===== config.mk =====
export PLATFORM = sky130hd
export DESIGN_NAME = pzc_peak_readout
export DESIGN_NICKNAME = d
export VERILOG_FILES = /design/src/rtl/pzc_peak_readout_pkg.sv /design/src/rtl/pzc_peak_readout_fifo.sv /design/src/rtl/pzc_peak_readout.sv
export SDC_FILE = /design/constraint.sdc
export NUM_CORES = 1
export LEC_CHECK = 0
export CORE_MARGIN = 5
export CORE_UTILIZATION = 49
export DETAILED_ROUTE_END_ITERATION = 12
export PLACE_DENSITY_LB_ADDON = 0.2
export SETUP_SLACK_MARGIN = 0.15
export SLEW_MARGIN = 5
export SYNTH_ARGS = -nofsm -noshare
export SYNTH_HDL_FRONTEND = slang
export SYNTH_SLANG_ARGS = --single-unit
export TNS_END_PERCENT = 1

===== constraint.sdc =====
create_clock -name clk -period 22.5 [get_ports clk]
set_input_delay 5.625 -clock clk [delete_from_list [all_inputs] [get_ports clk]]
set_output_delay 5.625 -clock clk [all_outputs]
set_load 0.02 [all_outputs]

===== src/rtl/pzc_peak_readout_pkg.sv =====
// Shared defaults and peak-record layout for the PZC peak readout block.
package pzc_readout_pkg;

    localparam int PZC_DATA_BITS = 29;
    localparam int PZC_BCID_BITS = 12;
    localparam int PZC_BUNCH_POS = 3564;

    localparam int AMP_LSB  = 0;
    localparam int BCID_LSB = PZC_DATA_BITS;

    typedef struct packed {
        logic        [PZC_BCID_BITS-1:0] bcid;
        logic signed [PZC_DATA_BITS-1:0] amp;
    } pzc_peak_rec_t;

endpackage


===== src/rtl/pzc_peak_readout_fifo.sv =====
// First-word-fall-through synchronous FIFO holding peak records for the HPS.
module readout_fifo #(
    parameter int WIDTH = 41,
    parameter int DEPTH = 16
) (
    input  logic                     clk,
    input  logic                     rst,
    input  logic                     push,
    input  logic [WIDTH-1:0]         push_data,
    input  logic                     pop,
    output logic [WIDTH-1:0]         head,
    output logic                     full,
    output logic                     empty,
    output logic [$clog2(DEPTH):0]   count
);

    localparam int AW = $clog2(DEPTH);

    logic [AW:0]      wr_ptr;
    logic [AW:0]      rd_ptr;
    logic [WIDTH-1:0] mem [DEPTH];
    logic             push_ok;
    logic             pop_ok;

    // Pointers carry one extra wrap bit so full and empty are distinguishable.
    assign count   = wr_ptr - rd_ptr;
    assign empty   = (wr_ptr == rd_ptr);
    assign full    = (wr_ptr[AW] != rd_ptr[AW]) && (wr_ptr[AW-1:0] == rd_ptr[AW-1:0]);
    assign pop_ok  = pop && !empty;
    assign push_ok = push && (!full || pop_ok);

    always_ff @(posedge clk or posedge rst) begin
        if (rst) begin
            wr_ptr <= '0;
            rd_ptr <= '0;
        end else begin
            if (push_ok) wr_ptr <= wr_ptr + (AW+1)'(1);
            if (pop_ok)  rd_ptr <= rd_ptr + (AW+1)'(1);
        end
    end

    always_ff @(posedge clk) begin
        if (push_ok) mem[wr_ptr[AW-1:0]] <= push_data;
    end

    assign head = empty ? '0 : mem[rd_ptr[AW-1:0]];

endmodule


===== src/rtl/pzc_peak_readout.sv =====
// BCID tagging and local-maximum peak detection on the PZC stream, queued for HPS readout.
// Optional build macro PZC_PEAK_BT_MASK_EN restricts pushed peaks to the bunch train.
module pzc_peak_readout
    import pzc_readout_pkg::*;
#(
    parameter int DATA_BITS  = PZC_DATA_BITS,
    parameter int BCID_BITS  = PZC_BCID_BITS,
    parameter int BUNCH_POS  = PZC_BUNCH_POS,
    parameter int FIFO_DEPTH = 16,
    parameter int OVF_BITS   = 16
) (
    input  logic                             clk,
    input  logic                             rst,
    input  logic                             enable,
    input  logic signed [DATA_BITS-1:0]      in_data,
    input  logic                             bt_mask_in,
    input  logic signed [DATA_BITS-1:0]      threshold,
    output logic                             rd_valid,
    input  logic                             rd_ready,
    output logic [DATA_BITS+BCID_BITS-1:0]   rd_data,
    output logic [$clog2(FIFO_DEPTH):0]      fifo_count,
    output logic [OVF_BITS-1:0]              ovf_count,
    output logic                             orbit_tick
);

    localparam int REC_BITS = DATA_BITS + BCID_BITS;
    localparam logic [BCID_BITS-1:0] BCID_LAST = BCID_BITS'(BUNCH_POS - 1);

    function automatic logic [OVF_BITS-1:0] sat_inc(input logic [OVF_BITS-1:0] v);
        return (&v) ? v : v + OVF_BITS'(1);
    endfunction

    logic [BCID_BITS-1:0]        bcid;
    logic signed [DATA_BITS-1:0] s1;
    logic signed [DATA_BITS-1:0] s2;
    logic [BCID_BITS-1:0]        b1;
    logic [1:0]                  fill;
    logic                        in_train;
    logic                        peak;
    logic                        fifo_full;
    logic                        fifo_empty;
    logic [REC_BITS-1:0]         rec;

    // The live input acts as the newest tap s0, so a peak held in s1 is pushed
    // on the same edge that its successor is captured.
    always_ff @(posedge clk or posedge rst) begin
        if (rst) begin
            bcid       <= '0;
            orbit_tick <= 1'b0;
            s1         <= '0;
            s2         <= '0;
            b1         <= '0;
            fill       <= '0;
        end else if (enable) begin
            bcid       <= (bcid == BCID_LAST) ? '0 : bcid + BCID_BITS'(1);
            orbit_tick <= (bcid == BCID_LAST);
            s1         <= in_data;
            s2         <= s1;
            b1         <= bcid;
            if (fill != 2'd2) fill <= fill + 2'd1;
        end else begin
            orbit_tick <= 1'b0;
        end
    end

`ifdef PZC_PEAK_BT_MASK_EN
    logic m1;

    always_ff @(posedge clk or posedge rst) begin
        if (rst)         m1 <= 1'b0;
        else if (enable) m1 <= bt_mask_in;
    end

    assign in_train = m1;
`else
    logic unused_bt_mask;
    assign unused_bt_mask = bt_mask_in;
    assign in_train       = 1'b1;
`endif

    // Strict on the older side, inclusive on the newer: a plateau reports its first sample.
    assign peak = enable && (fill == 2'd2) && in_train
                  && (s1 > threshold) && (s1 > s2) && (s1 >= in_data);

    assign rec = {b1, s1};

    readout_fifo #(
        .WIDTH (REC_BITS),
        .DEPTH (FIFO_DEPTH)
    ) u_fifo (
        .clk       (clk),
        .rst       (rst),
        .push      (peak),
        .push_data (rec),
        .pop       (rd_ready),
        .head      (rd_data),
        .full      (fifo_full),
        .empty     (fifo_empty),
        .count     (fifo_count)
    );

    assign rd_valid = !fifo_empty;

    always_ff @(posedge clk or posedge rst) begin
        if (rst)                          ovf_count <= '0;
        else if (peak && fifo_full && !rd_ready) ovf_count <= sat_inc(ovf_count);
    end

endmodule


Wiring heat map:
(1.5 px per um) The die is cut into 26 by 26 equal tiles; dark blue is low, red is high, scaled to the fullest tile. Values are wire area over tile area, all layers added.
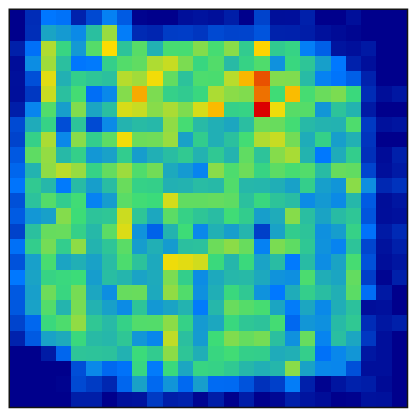
8.1% of the tiles are nearly empty. The mean over all tiles is 0.15. 24% of the tiles are over half the peak. The fullest tile reaches 0.44.

Routed metal, one color a layer:
(1.5 px per um) Two of the layers only.
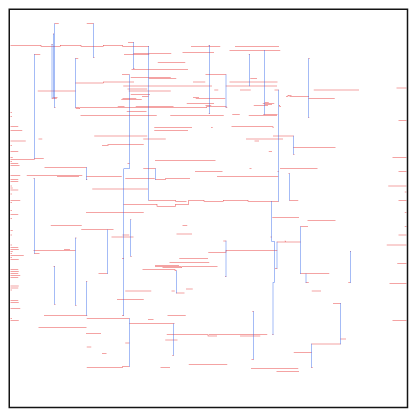
Key: met4 = blue [wire length 1,360 um]; met3 = red [wire length 2,900 um]
total number of vias: 15,622
gr usage total: 0.194
Routed WL per cell: 24.6 um
final wirelength: 67,400 um

Port wiring:
(2 px per um)
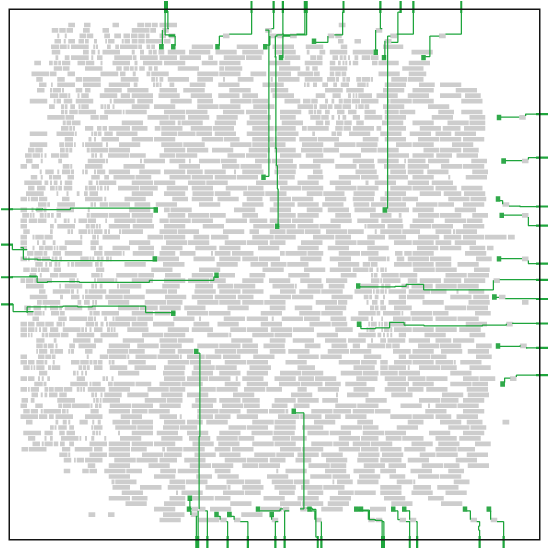
Key: `rd_data` = green [direction output, edge 15 bottom, 12 top, 10 right, 4 left, end cells 41, buffers 41, wire 1,640 um]
port bufs: 125
# IOs: 127

==> flow_metrics.py <==
# Auto-generated metrics
metrics = {
    "clock_network": {
        "cts_max_level": 3,
        "root_buffer": "clkbuf_16",
        "cts_setup_buffers": 0,
        "cts_buffer_depth": 3,
        "cts_tree": "yes",
        "cts_inserted_buffers": 78,
        "cts_resized": 0,
        "path_clk_slew_ps": 60,
        "cts.sinks": 767,
        "clock_latency_ps": 600,
    },
    "finish": {
        "nNetsFinal": 1985,
        "instances_no_fill": 2743,
        "fin_area_sq_um": 36600,
        "largest_reg_flops": 656,
        "layout-drive-gt1-share": 0.217,
        "diodes": 0,
        "comb_area_sq_um": 8710,
        "area_delta_synth_final_pct": 15.4,
        "lay_top_count": "edfxtp_1",
        "layout_top_cells": "edfxtp_1, mux4_2, clkdlybuf4s50_1",
        "fill_cells": 4767,
        "seq_area_sq_um": 22500,
    },
    "hold_path": {
        "whs_path_depth": 1,
        "hp-class": "register to register",
        "min-delay-start": "fill[0]",
        "hold-path-endpoint": "fill[0]",
    },
    "global_routing": {
        "grt_pass1_wl_um": 103000,
        "overflow": 0,
        "grt_max_degree": 120,
        "grt_pass1_vias": 16513,
    },
    "power": {
        "irDropWorstVdd_uv": 102,
        "intPower_uw": 3030,
        "clkPwrFrac": 0.304,
        "maxPowerGroup": "registers",
        "power.share.switching": 0.284,
        "p_leak_uw": 0.0126,
        "comb_power_share": 0.284,
        "sequentialPower_uw": 1740,
        "clk-power_uw": 1290,
        "p_total_uw": 4240,
        "comb_power_uw": 1210,
        "powerDensity_nw_per_um2": 116,
    },
    "critical_path": {
        "crit_end": "rd_data[14]",
        "path_max_fanout": 60,
        "critical_path_class": "register to primary output",
        "critPathMaxStageDelay_ps": 910,
        "r2r_end": "u_fifo.mem[11][6]",
        "crit_buf_inv": 3,
        "crit_cells": 6,
        "slowest_stage": "dfrtp_4",
        "rrSetupSlack_ps": 17490,
        "path_delay_family": "buffers and inverters",
        "arrival_ps": 4940,
        "end_kind": "primary output",
        "startpoint_type": "register",
        "required_ps": 16880,
        "crit_start": "u_fifo.rd_ptr[1]",
        "reg2reg_depth": 9,
    },
    "route": {
        "drc": 0,
        "vias_per_cell": 5.70,
        "dr.first_iter.drc_count": 1166,
        "postRouteAntennaNets": 0,
    },
    "synthesis": {
        "synth_flops": 767,
        "top_cell": "edfxtp_1",
        "top_area_frac": 0.621,
        "logic_family": "multiplexers",
        "synth_stat.cells": 1669,
        "ys_sh_mux": 0.161,
        "syn_inst": 1669,
        "yosys_area_sq_um": 31700,
        "common_cells": "edfxtp_1, mux4_2, dfrtp_1, ha_1, inv_1",
        "syn_area_sq_um": 31700,
        "ys_sh_simple": 0.0384,
        "compound_area_frac": 0.0225,
        "synth-main-ff-cell": "edfxtp_1",
        "adder_share": 0.0397,
        "ys_types": 53,
        "synth_nets": 1832,
        "ys_sh_xor": 0.00966,
        "yosysWarnings": 0,
        "syn_avg_cell_area_sq_um": 19.0,
        "largest_area_cell": "edfxtp_1",
    },
    "place": {
        "place_ws_ps": 12150,
        "placed_area_sq_um": 34000,
        "dp_hpwl_um": 35700,
        "routabilityCongestion": 0.800,
    },
    "timing": {
        "setup_slack_ps": 11930,
        "tightestPinTransition_ps": 1100,
        "fmaxAchievable_ghz": 0.0946,
        "fin_crit_sh": 0.470,
        "setup_viol": 0,
        "maxSlewViolCount": 0,
        "grt_setup_unrepaired": "false",
        "fin_setup_tns_ps": 0,
        "slew_headroom": 0.264,
        "layout_min_cycle_time_ps": 10570,
    },
    "job": {
        "maxCapViolCount": 0,
        "warnings": 32,
    },
    "floorplanning": {
        "core-area_sq_um": 64300,
        "die_h_um": 265,
        "rows": 93,
        "die_width_um": 265,
        "die-area_sq_um": 70000,
    },
    "status": {
        "status": "completed",
    },
}
area by class of cell:
| class | instances | area share |
|---|---|---|
| clock buffer | 114 | 0.0617 |
| clock inverter | 32 | 0.00912 |
| inverter | 100 | 0.0103 |
| multi-input combinational | 733 | 0.238 |
| sequential | 767 | 0.614 |
| tap | 855 | 0.0292 |
| timing repair buffer | 142 | 0.0379 |
stage by stage:
step | util | hold WS, ps
2_1_floorplan | - | 446
3_3_place_gp | 0.529 | 461
3_5_place_dp | 0.529 | 467
4_1_cts | 0.569 | 478
5_1_grt | 0.569 | 499
6_report | 0.569 | 484
per-layer routing:
layer / GRT usage / wire length [um]
met2: 0.345 / 35500
met5: 0 / 0
met4: 0.0506 / 1360
met3: 0.0239 / 2900
met1: 0.259 / 27700
Power is estimated from default activity; no workload was simulated.
